--- config.mk ---
export PLATFORM = sky130hd
export DESIGN_NAME = serial_word_capture
export DESIGN_NICKNAME = d
export VERILOG_FILES = /design/src/rtl/serial_frame_pkg.sv /design/src/rtl/word_hold_reg.sv /design/src/rtl/serial_word_capture.sv
export SDC_FILE = /design/constraint.sdc
export NUM_CORES = 1
export LEC_CHECK = 0
export ABC_AREA = 1
export CAP_MARGIN = 30
export CORE_MARGIN = 2
export CORE_UTILIZATION = 34
export CTS_BUF_LIST = sky130_fd_sc_hd__clkbuf_8
export CTS_CLUSTER_DIAMETER = 120
export DETAILED_ROUTE_END_ITERATION = 12
export SLEW_MARGIN = 5
export SYNTH_ARGS = -nofsm -noshare
export SYNTH_HDL_FRONTEND = slang
export SYNTH_SLANG_ARGS = --single-unit
--- constraint.sdc ---
create_clock -name clock -period 3.8 [get_ports clock]
set_clock_uncertainty 0.2 [all_clocks]
set_input_delay 0.95 -clock clock [delete_from_list [all_inputs] [get_ports clock]]
set_output_delay 0.95 -clock clock [all_outputs]
set_load 0.005 [all_outputs]
--- src/rtl/serial_frame_pkg.sv ---
`default_nettype none
// ============================================================================
//  Module   : serial_frame_pkg
//  Purpose  : Shared frame-level definitions for the serial word capture
//             block: FSM state encodings and line levels of the frame bits.
//  Revision : 1.0 - initial release
// ============================================================================
package serial_frame_pkg;

   // Frame receiver states, one serial sample consumed per clock
   typedef enum logic [1:0] {
      IDLE   = 2'd0,
      DATA   = 2'd1,
      PARITY = 2'd2,
      STOP   = 2'd3
   } frame_state_t;

   // Line levels of the framing bits
   localparam logic START_BIT  = 1'b1;
   localparam logic STOP_BIT   = 1'b0;
   localparam logic IDLE_LEVEL = 1'b0;

endpackage
`default_nettype wire

--- src/rtl/word_hold_reg.sv ---
`default_nettype none
// ============================================================================
//  Module   : word_hold_reg
//  Purpose  : One-entry valid/ready holding register. Loads a new word when
//             empty or draining on the same cycle; otherwise drops the word
//             and raises a sticky overrun flag.
//  Revision : 1.0 - initial release
// ============================================================================
module word_hold_reg #(
   parameter int WIDTH = 4
) (
   input  logic             clk,
   input  logic             rst,
   input  logic             i_load,
   input  logic [WIDTH-1:0] i_load_data,
   input  logic             i_ready,
   output logic [WIDTH-1:0] o_data,
   output logic             o_valid,
   output logic             o_overrun
);

   logic [WIDTH-1:0] r_data;
   logic             r_valid;
   logic             r_overrun;

   // A held word leaves when accepted; an incoming word may refill the slot
   // on that very cycle, so the register never goes empty between them.
   logic w_accept;
   assign w_accept = r_valid & i_ready;

   // Slot contents, occupancy and overrun bookkeeping
   always_ff @(posedge clk) begin
      if (rst) begin
         r_data    <= '0;
         r_valid   <= 1'b0;
         r_overrun <= 1'b0;
      end else begin
         if (i_load) begin
            if (!r_valid || w_accept) begin
               r_data  <= i_load_data;
               r_valid <= 1'b1;
            end else begin
               r_overrun <= 1'b1;
            end
         end else if (w_accept) begin
            r_valid <= 1'b0;
         end
      end
   end

   assign o_data    = r_data;
   assign o_valid   = r_valid;
   assign o_overrun = r_overrun;

endmodule
`default_nettype wire

--- src/rtl/serial_word_capture.sv ---
`default_nettype none
// ============================================================================
//  Module   : serial_word_capture
//  Purpose  : Frames a serial bitstream (start, WIDTH data bits MSB first,
//             optional even parity, stop), presents good words on a
//             one-entry valid/ready register and flags parity, framing and
//             overrun errors.
//  Revision : 1.0 - initial release
// ============================================================================
module serial_word_capture
   import serial_frame_pkg::*;
#(
   parameter int WIDTH     = 4,
   parameter bit PARITY_EN = 1'b1
) (
   input  logic             clock,
   input  logic             clear,
   input  logic             serial_in,
   output logic [WIDTH-1:0] data_out,
   output logic             data_valid,
   input  logic             data_ready,
   output logic             parity_err,
   output logic             frame_err,
   output logic             overrun
);

   localparam int                c_cnt_w = (WIDTH > 1) ? $clog2(WIDTH) : 1;
   localparam logic [c_cnt_w-1:0] c_last = c_cnt_w'(WIDTH - 1);

   frame_state_t       r_state;
   logic [c_cnt_w-1:0] r_cnt;
   logic [WIDTH-1:0]   r_shreg;
   logic               r_par_ok;

   // A good word is recognised combinationally on the stop-bit sample so
   // that the holding register shows it right after that same edge.
   logic w_good_word;
   assign w_good_word = (r_state == STOP) && (serial_in == STOP_BIT) && r_par_ok;

   // Frame receiver: bit counting, data shifting, parity check, error pulses
   always_ff @(posedge clock) begin
      if (clear) begin
         r_state    <= IDLE;
         r_cnt      <= '0;
         r_shreg    <= '0;
         r_par_ok   <= 1'b1;
         parity_err <= 1'b0;
         frame_err  <= 1'b0;
      end else begin
         parity_err <= 1'b0;
         frame_err  <= 1'b0;
         case (r_state)
            IDLE: begin
               if (serial_in == START_BIT) begin
                  r_cnt    <= '0;
                  // Without a parity bit every frame counts as parity-clean
                  r_par_ok <= 1'b1;
                  r_state  <= DATA;
               end
            end
            DATA: begin
               r_shreg <= {r_shreg[WIDTH-2:0], serial_in};
               // Counter parks on its last value instead of wrapping
               if (r_cnt == c_last) begin
                  r_state <= PARITY_EN ? PARITY : STOP;
               end else begin
                  r_cnt <= r_cnt + 1'b1;
               end
            end
            PARITY: begin
               r_par_ok <= ((^r_shreg) ^ serial_in) == 1'b0;
               r_state  <= STOP;
            end
            STOP: begin
               // A high stop sample is a framing error, never a new start bit
               r_state <= IDLE;
               if (serial_in != STOP_BIT) begin
                  frame_err <= 1'b1;
               end else if (!r_par_ok) begin
                  parity_err <= 1'b1;
               end
            end
            default: r_state <= IDLE;
         endcase
      end
   end

   word_hold_reg #(
      .WIDTH (WIDTH)
   ) u_hold (
      .clk         (clock),
      .rst         (clear),
      .i_load      (w_good_word),
      .i_load_data (r_shreg),
      .i_ready     (data_ready),
      .o_data      (data_out),
      .o_valid     (data_valid),
      .o_overrun   (overrun)
   );

endmodule
`default_nettype wire

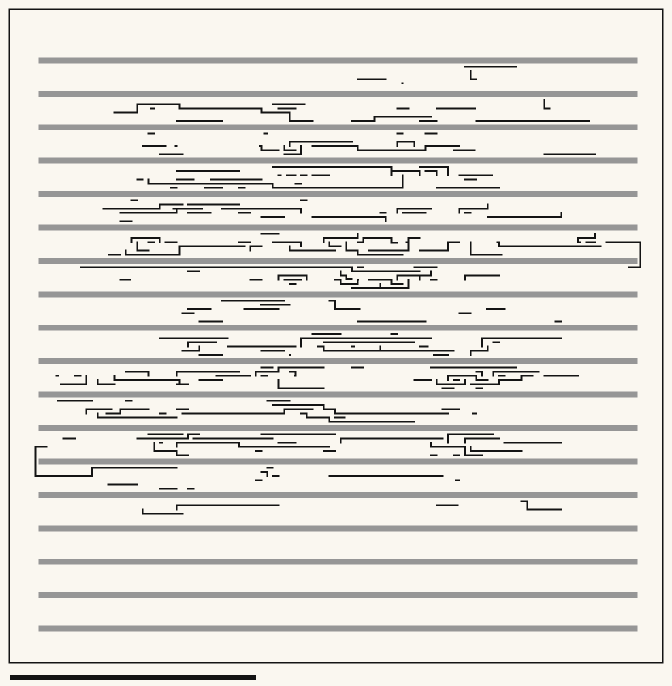
Figure 1: run 1, signal wires on met1.
The bar under the picture is 20 µm long. Supply wires on this layer in gray.
- share of all routed wire: 51%
- main direction: horizontal
total via count after detailed routing: 658
Total Wirelength: 1340 µm
met1 layer usage reported by global route: 13.9%

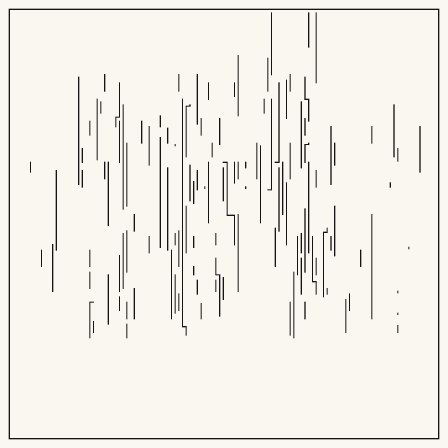
Figure 2: run 1, metal 2.
- nets with wire on the layer: 94
- longest straight run: 28.2 µm
- main direction: vertical
- wire length on this layer: 569 µm
- share of all routed wire: 43%

==> changes_impl.md, run 1 <==
### Changed

* Unrepaired setup endpoints after global routing: false
* Number of warning messages in the logs at 30
* Final std cells w/o fill at 145
* First-pass GRT wire length at 2250 µm
* Crit path max fanout at 2
* Sinks on the clock net at 17
* Sum of negative setup slack at 0 ns
* Yosys top cell by instances: sky130_fd_sc_hd__nand2_1
* Antenna Diode Count at 0
* Family with the most delay on the worst path: buffers and inverters
* Arrival @ worst endpoint at ~1.1 ns
* Remaining DRCs at 0
* Number of synthesized register bits at 17
* Cell at the root of the clock tree: sky130_fd_sc_hd__clkbuf_8
* Std cell rows at 17
* Overall Global Routing Usage at 10.7%
* Leak pwr at 0.433 nW
* Instance count along the most critical hold path at 1
* Post-detailed-route count of antenna-violating nets at 0
* Worst hold path class: register to register
* Chip Width at 53.1 µm
* Run status: finished, final reports clean
* Pre-placement core utilization at 36.3%
* Core Footprint at about 2300 µm²
* Dominant flop cell: sky130_fd_sc_hd__dfxtp_1
* Iteration count of the initial detailed-routing pass at 4
* Combined flip-flop and latch cell area at 340 µm²
* Pin count of the biggest net entering global routing at 13
* Area added between synthesis and finish at 21.1%
* Avg Synthesized Cell Area at ~8 µm²
* Final RePlAce weighted congestion at just under 0.8
* Cell count of the worst reg-to-reg path at 6
* Max IR drop VDD at 0.000395 V
* CTS tree: done
* Deepest clock path buffer count at 2
* Layout fillers at ~250
* Estimated wirelength of the detail-placed design at 1070 µm
* Commonest cells in the synthesized netlist: sky130_fd_sc_hd__nand2_1, sky130_fd_sc_hd__dfxtp_1, sky130_fd_sc_hd__inv_1
* Cell count listed in synth_stat.txt at 104
* CP Class: register to output port
* Sequential share of the synthesized area at 41.6%
* Post-CTS Setup Repair Bufs at 0
* Required time of the worst setup path at 2.65 ns
* Critical Path Source Type: register
* Crit end category: output port
* Instance count on the critical path at 1
* Setup ws final at 1.57 ns
* Series of cell instances along the critical path: clkdlybuf4s50_1
* Number of port buffers at 11
* Synth async-reset ratio at 0%
* Number of instances in the placed design at 141
* Number of distinct library cells after synthesis at 20
* Pwr dens at 686 nW/µm²
* Count of final setup violators at 0
* Synth Warn # at 0
* Chip footprint at 2820 µm²
* H-Tree Depth at 1
* Overall overflow remaining after global route at 0
* Antenna violations before repair at 0
* Fraction of final layout cells sized beyond drive strength 1 at 9.40%
* Die extent in y at between 50 and 60 µm
* Combinational gate area at 403 µm²
* Cell type with the largest total area: sky130_fd_sc_hd__dfxtp_1
* Gate count after technology mapping at between 100 and 150
* Netlist area before placement at 818 µm²
* Transition at the pin with the smallest max-transition slack at 0.373 ns
* Buffers & Inverters on Critical Path at 1
* Final worst path period need at 2.23 ns
* Post-synth top area share at 41.6%
* Total power at 680 µW
* Net Count, Synth at between 100 and 150
* Count of boundary I/O pins at 12
* Vias in the first global route at 543
* Setup Slack @ Placement at 1.46 ns
* Total of max-cap violations at 0
* Clk pin slew, worst setup/hold paths at about 0.070 ns
* Average routed wire per standard cell at roughly 9.2 µm
* Highest-delay cell along the critical path: sky130_fd_sc_hd__clkdlybuf4s50_1
* Top cells by area: sky130_fd_sc_hd__dfxtp_1, sky130_fd_sc_hd__ha_1, sky130_fd_sc_hd__nand2_1
* Stage delay of the slowest cell on the critical path at 0.50 ns
* Worst hold margin at roughly 0.26 ns
* Number of max-slew violations in the final report at 0
* DR iter-0 viols at 12
* Post-synth tally of flip-flops with integrated enable at 0
* Yosys Chip Area at ~820 µm²
* Headroom to the max-slew limit at 75.2%
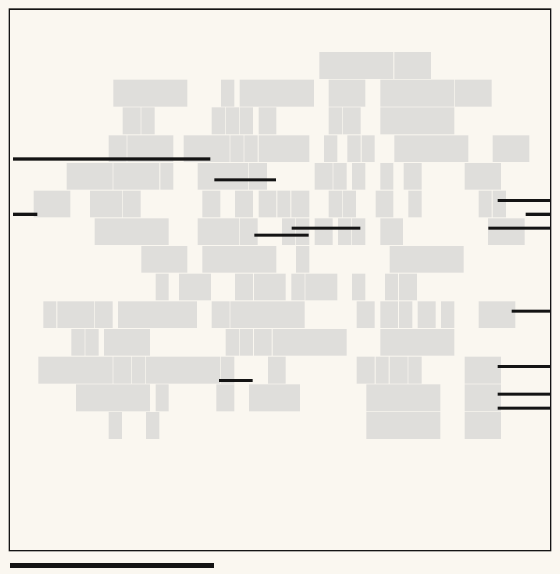
Figure 3: run 1, M3 wires.
The bar under the picture is 20 µm long.
- longest straight run: 19.1 µm
- nets with wire on the layer: 12

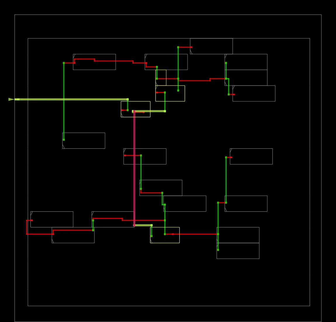
Figure 4: run 1, the clock network.
clock network power consumption: 133 µW
worst-skew pair later-pin latency: 0.25 ns
clock tree buffer count of the final layout: 3
number of CTS-inserted buffers: 3
sequential cell count of the final layout: 17

-- run 1: worst paths after layout --
kind / from / end / slack, ns
max: u_hold.o_data[3] / data_out[3] / 1.57
min: r_par_ok / parity_err / 0.26
max reg2reg: r_state[1] / r_state[0] / 2.10
min reg2reg: r_par_ok / parity_err / 0.26
-- run 1: routing by layer --
layer / track usage, % / vias up / share of wire [%]
met5: 0 / - / 0
met2: 17.9 / 16 / 42
met3: 1.69 / 2 / 5.3
met4: 3.85 / 0 / 1.4
li1: - / 358 / -
met1: 13.9 / 282 / 51
-- run 1: cell usage in the layout, fill, tap and decap left out, drive strengths merged --
cell,netlist,layout
inv,15,15
dfxtp,17,17
clkdlybuf4s50,0,11
clkinv,0,1
ha,6,6
nand2,20,20
o21ai,11,11
a21oi,11,11
xnor2,1,1
o31a,1,1
nor2,11,11
clkbuf,1,3
nand3,5,5
nor3,2,2
xor2,1,1
o211ai,1,1
-- run 1: state kept, by name, indices dropped and copies added, names as in the netlist --
| name | count |
|---|---|
| parity_err | 1 |
| frame_err | 1 |
| r_shreg | 4 |
| r_par_ok | 1 |
| u_hold.o_valid | 1 |
| u_hold.o_overrun | 1 |
| r_state | 2 |
| r_cnt | 2 |
| u_hold.o_data | 4 |
-- run 1: report_power, final --
group	internal, mW	switching (mW)	leakage (nW)
Sequential	0.225	0.0361	0.139
Clock	0.0727	0.0603	0.0255
Combinational	0.119	0.167	0.269
Total	0.417	0.263	0.433
-- run 1: area by class of cell --
| cell class | count | share of cell area, % |
|---|---|---|
| flip-flops and latches | 17 | 34.3 |
| repair buffers | 11 | 11.1 |
| multi-input cells | 70 | 40.7 |
| clock inverters | 1 | 0.505 |
| clock buffers | 3 | 4.17 |
| well taps | 28 | 3.54 |
| inverters | 15 | 5.68 |
-- run 1: per-stage QoR --
step,util [%],cell area [µm²]
6_report,44.0,991
3_3_place_gp,41.9,945
4_1_cts,44.0,991
2_1_floorplan,-,818
3_5_place_dp,41.9,945
5_1_grt,44.0,991
-- run 1: logic make-up after synthesis --
kind of cell | synth area share (%)
AND-OR/OR-AND | 17.6
XOR/XNOR | 2.14
flip-flops | 41.6
adder cells (fa/ha/maj) | 9.17
AND/OR/NAND/NOR | 20.3
buffers and inverters | 9.18
Figure 5. Gate families picked out (run 1).
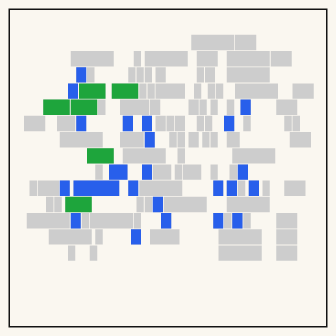

## Run 2: what changed since run 1
==> constraint.sdc (replaced) <==
create_clock -name clock -period 2.3 [get_ports clock]
set_clock_uncertainty 0.2 [all_clocks]
set_input_delay 0.575 -clock clock [delete_from_list [all_inputs] [get_ports clock]]
set_output_delay 0.575 -clock clock [all_outputs]
set_load 0.005 [all_outputs]
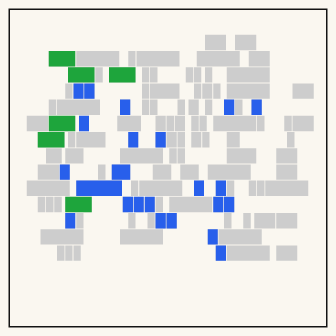
Figure 6: run 2, gate families picked out.
- blue: aoi and oai cells (cells 23; most used a21oi_1)
- green: fa/ha/maj cells (cells 6; most used ha_1)
final std cells w/o fill: 146
most frequently placed logic cell in the final layout: sky130_fd_sc_hd__nand2_1
Comb/total area: 40.4%

==> changes_impl.md, run 2 <==
### Changed

* Gate count after technology mapping at 104
* Top cells by area: sky130_fd_sc_hd__dfxtp_1, sky130_fd_sc_hd__ha_1, sky130_fd_sc_hd__nand2_1
* Post-Layout Inst Area at 997 µm²
* Most instantiated logic cells after routing: sky130_fd_sc_hd__nand2_1, sky130_fd_sc_hd__dfxtp_1, sky130_fd_sc_hd__inv_1
* Total Wirelength at 1490 µm
* Combined flip-flop and latch cell area at ~340 µm²
* Combinational gate area at just over 400 µm²
* Reg-to-Reg Start: r_state[1]
* Setup ws final at between 0.4 and 0.5 ns
* Destination of the worst register-to-register timing path: r_state[0]
* Final RePlAce weighted congestion at approximately 0.8
* Family with the most delay on the worst path: buffers and inverters
* Antenna Diode Count at 0
* Synth async-reset ratio at 0%
* Placed standard-cell area at 952 µm²
* Sinks on the clock net at 17
* DR iter-0 viols at 19
* Stage delay of the slowest cell on the critical path at around 0.50 ns
* Arrival @ worst endpoint at 1.08 ns
* Share of synthesized cell area in full adder, half adder and majority cells at 9.17%
* Run status: finished, final reports clean
* Chip Width at 53.1 µm
* Worst-skew pair later-pin latency at 0.25 ns
* Overall overflow remaining after global route at 0
* Cell type with the largest total area: sky130_fd_sc_hd__dfxtp_1
* CP Class: register to output port
* Remaining DRCs at 0
* Area added between synthesis and finish at 21.9%
* Count of boundary I/O pins at 12
* Number of port buffers at 11
* Crit end category: output port
* Deepest clock path buffer count at 2
* Core Footprint at 2250 µm²
* Multiplexer share of the synthesized area at 0%
* Estimated wirelength of the detail-placed design at 1140 µm
* Average routed wire per standard cell at 10.2 µm
* Sum of negative setup slack at 0 ns
* AND/OR/NAND/NOR Cells, Area Fraction at 20.3%
* Dominant flop cell: sky130_fd_sc_hd__dfxtp_1
* Setup Slack @ Placement at roughly 0.32 ns
* Area share of xor/xnor cells in the synthesized design at 2.14%
* Commonest cells in the synthesized netlist: sky130_fd_sc_hd__nand2_1, sky130_fd_sc_hd__dfxtp_1, sky130_fd_sc_hd__inv_1
* CTS tree: done
* Yosys Chip Area at between 800 and 900 µm²
* Worst hold path class: register to register
* Antenna violations before repair at 0
* Post-detailed-route count of antenna-violating nets at 0
* Sequential share of the synthesized area at 41.6%
* Instance count on the critical path at 1
* Std cell rows at 17
* Number of max-slew violations in the final report at 0
* Cell count of the worst reg-to-reg path at 6
* Iteration count of the initial detailed-routing pass at 4
[run 2: metal layers]
| layer | GRT usage, % | vias to the layer above | share of wire, % |
|---|---|---|---|
| met5 | 0 | - | 0 |
| met4 | 1.28 | 0 | 0 |
| met3 | 5.93 | 0 | 5.9 |
| met2 | 21.3 | 15 | 48 |
| met1 | 14.9 | 310 | 46 |
| li1 | - | 362 | - |
[run 2: cell type report]
| cell class | count | share of cell area, % |
|---|---|---|
| repair buffers | 12 | 11.8 |
| flip-flops and latches | 17 | 34.1 |
| inverters | 15 | 5.65 |
| clock buffers | 3 | 4.14 |
| well taps | 28 | 3.51 |
| clock inverters | 1 | 0.376 |
| multi-input cells | 70 | 40.4 |
[run 2: stage by stage]
| stage | hold slack [ns] | util (%) | std cells |
|---|---|---|---|
| floorplan | 0.220 | - | 104 |
| global placement | 0.253 | 42.2 | 142 |
| detailed placement | 0.252 | 42.2 | 142 |
| CTS | 0.268 | 44.2 | 146 |
| global route | 0.298 | 44.2 | 146 |
| finish | 0.266 | 44.2 | 146 |
[run 2: how the worst min path moves through the flow]
stage / to / slack [ns] / cells after the start
after detailed placement: parity_err / 0.25 / 1
after floorplan: parity_err / 0.22 / 1
after global routing: parity_err / 0.30 / 1
after global placement: parity_err / 0.25 / 1
final: parity_err / 0.27 / 1
after CTS: parity_err / 0.27 / 1
[run 2: cells by family (layout without fill, tap and decap cells)]
group,Yosys count,after routing
xor gates and xnor gates,2,2
DFF,17,17
buffers and inverters,17,31
AOI/OAI and AO/OA,24,24
and+or+nand+nor,38,38
adders and majority gates,6,6
[run 2: power breakdown]
| part | switching (mW) | leakage, nW | internal (mW) |
|---|---|---|---|
| combinational | 0.281 | 0.274 | 0.199 |
| sequential | 0.0599 | 0.139 | 0.372 |
| clock | 0.100 | 0.0269 | 0.118 |
Power is estimated from default activity; no workload was simulated.
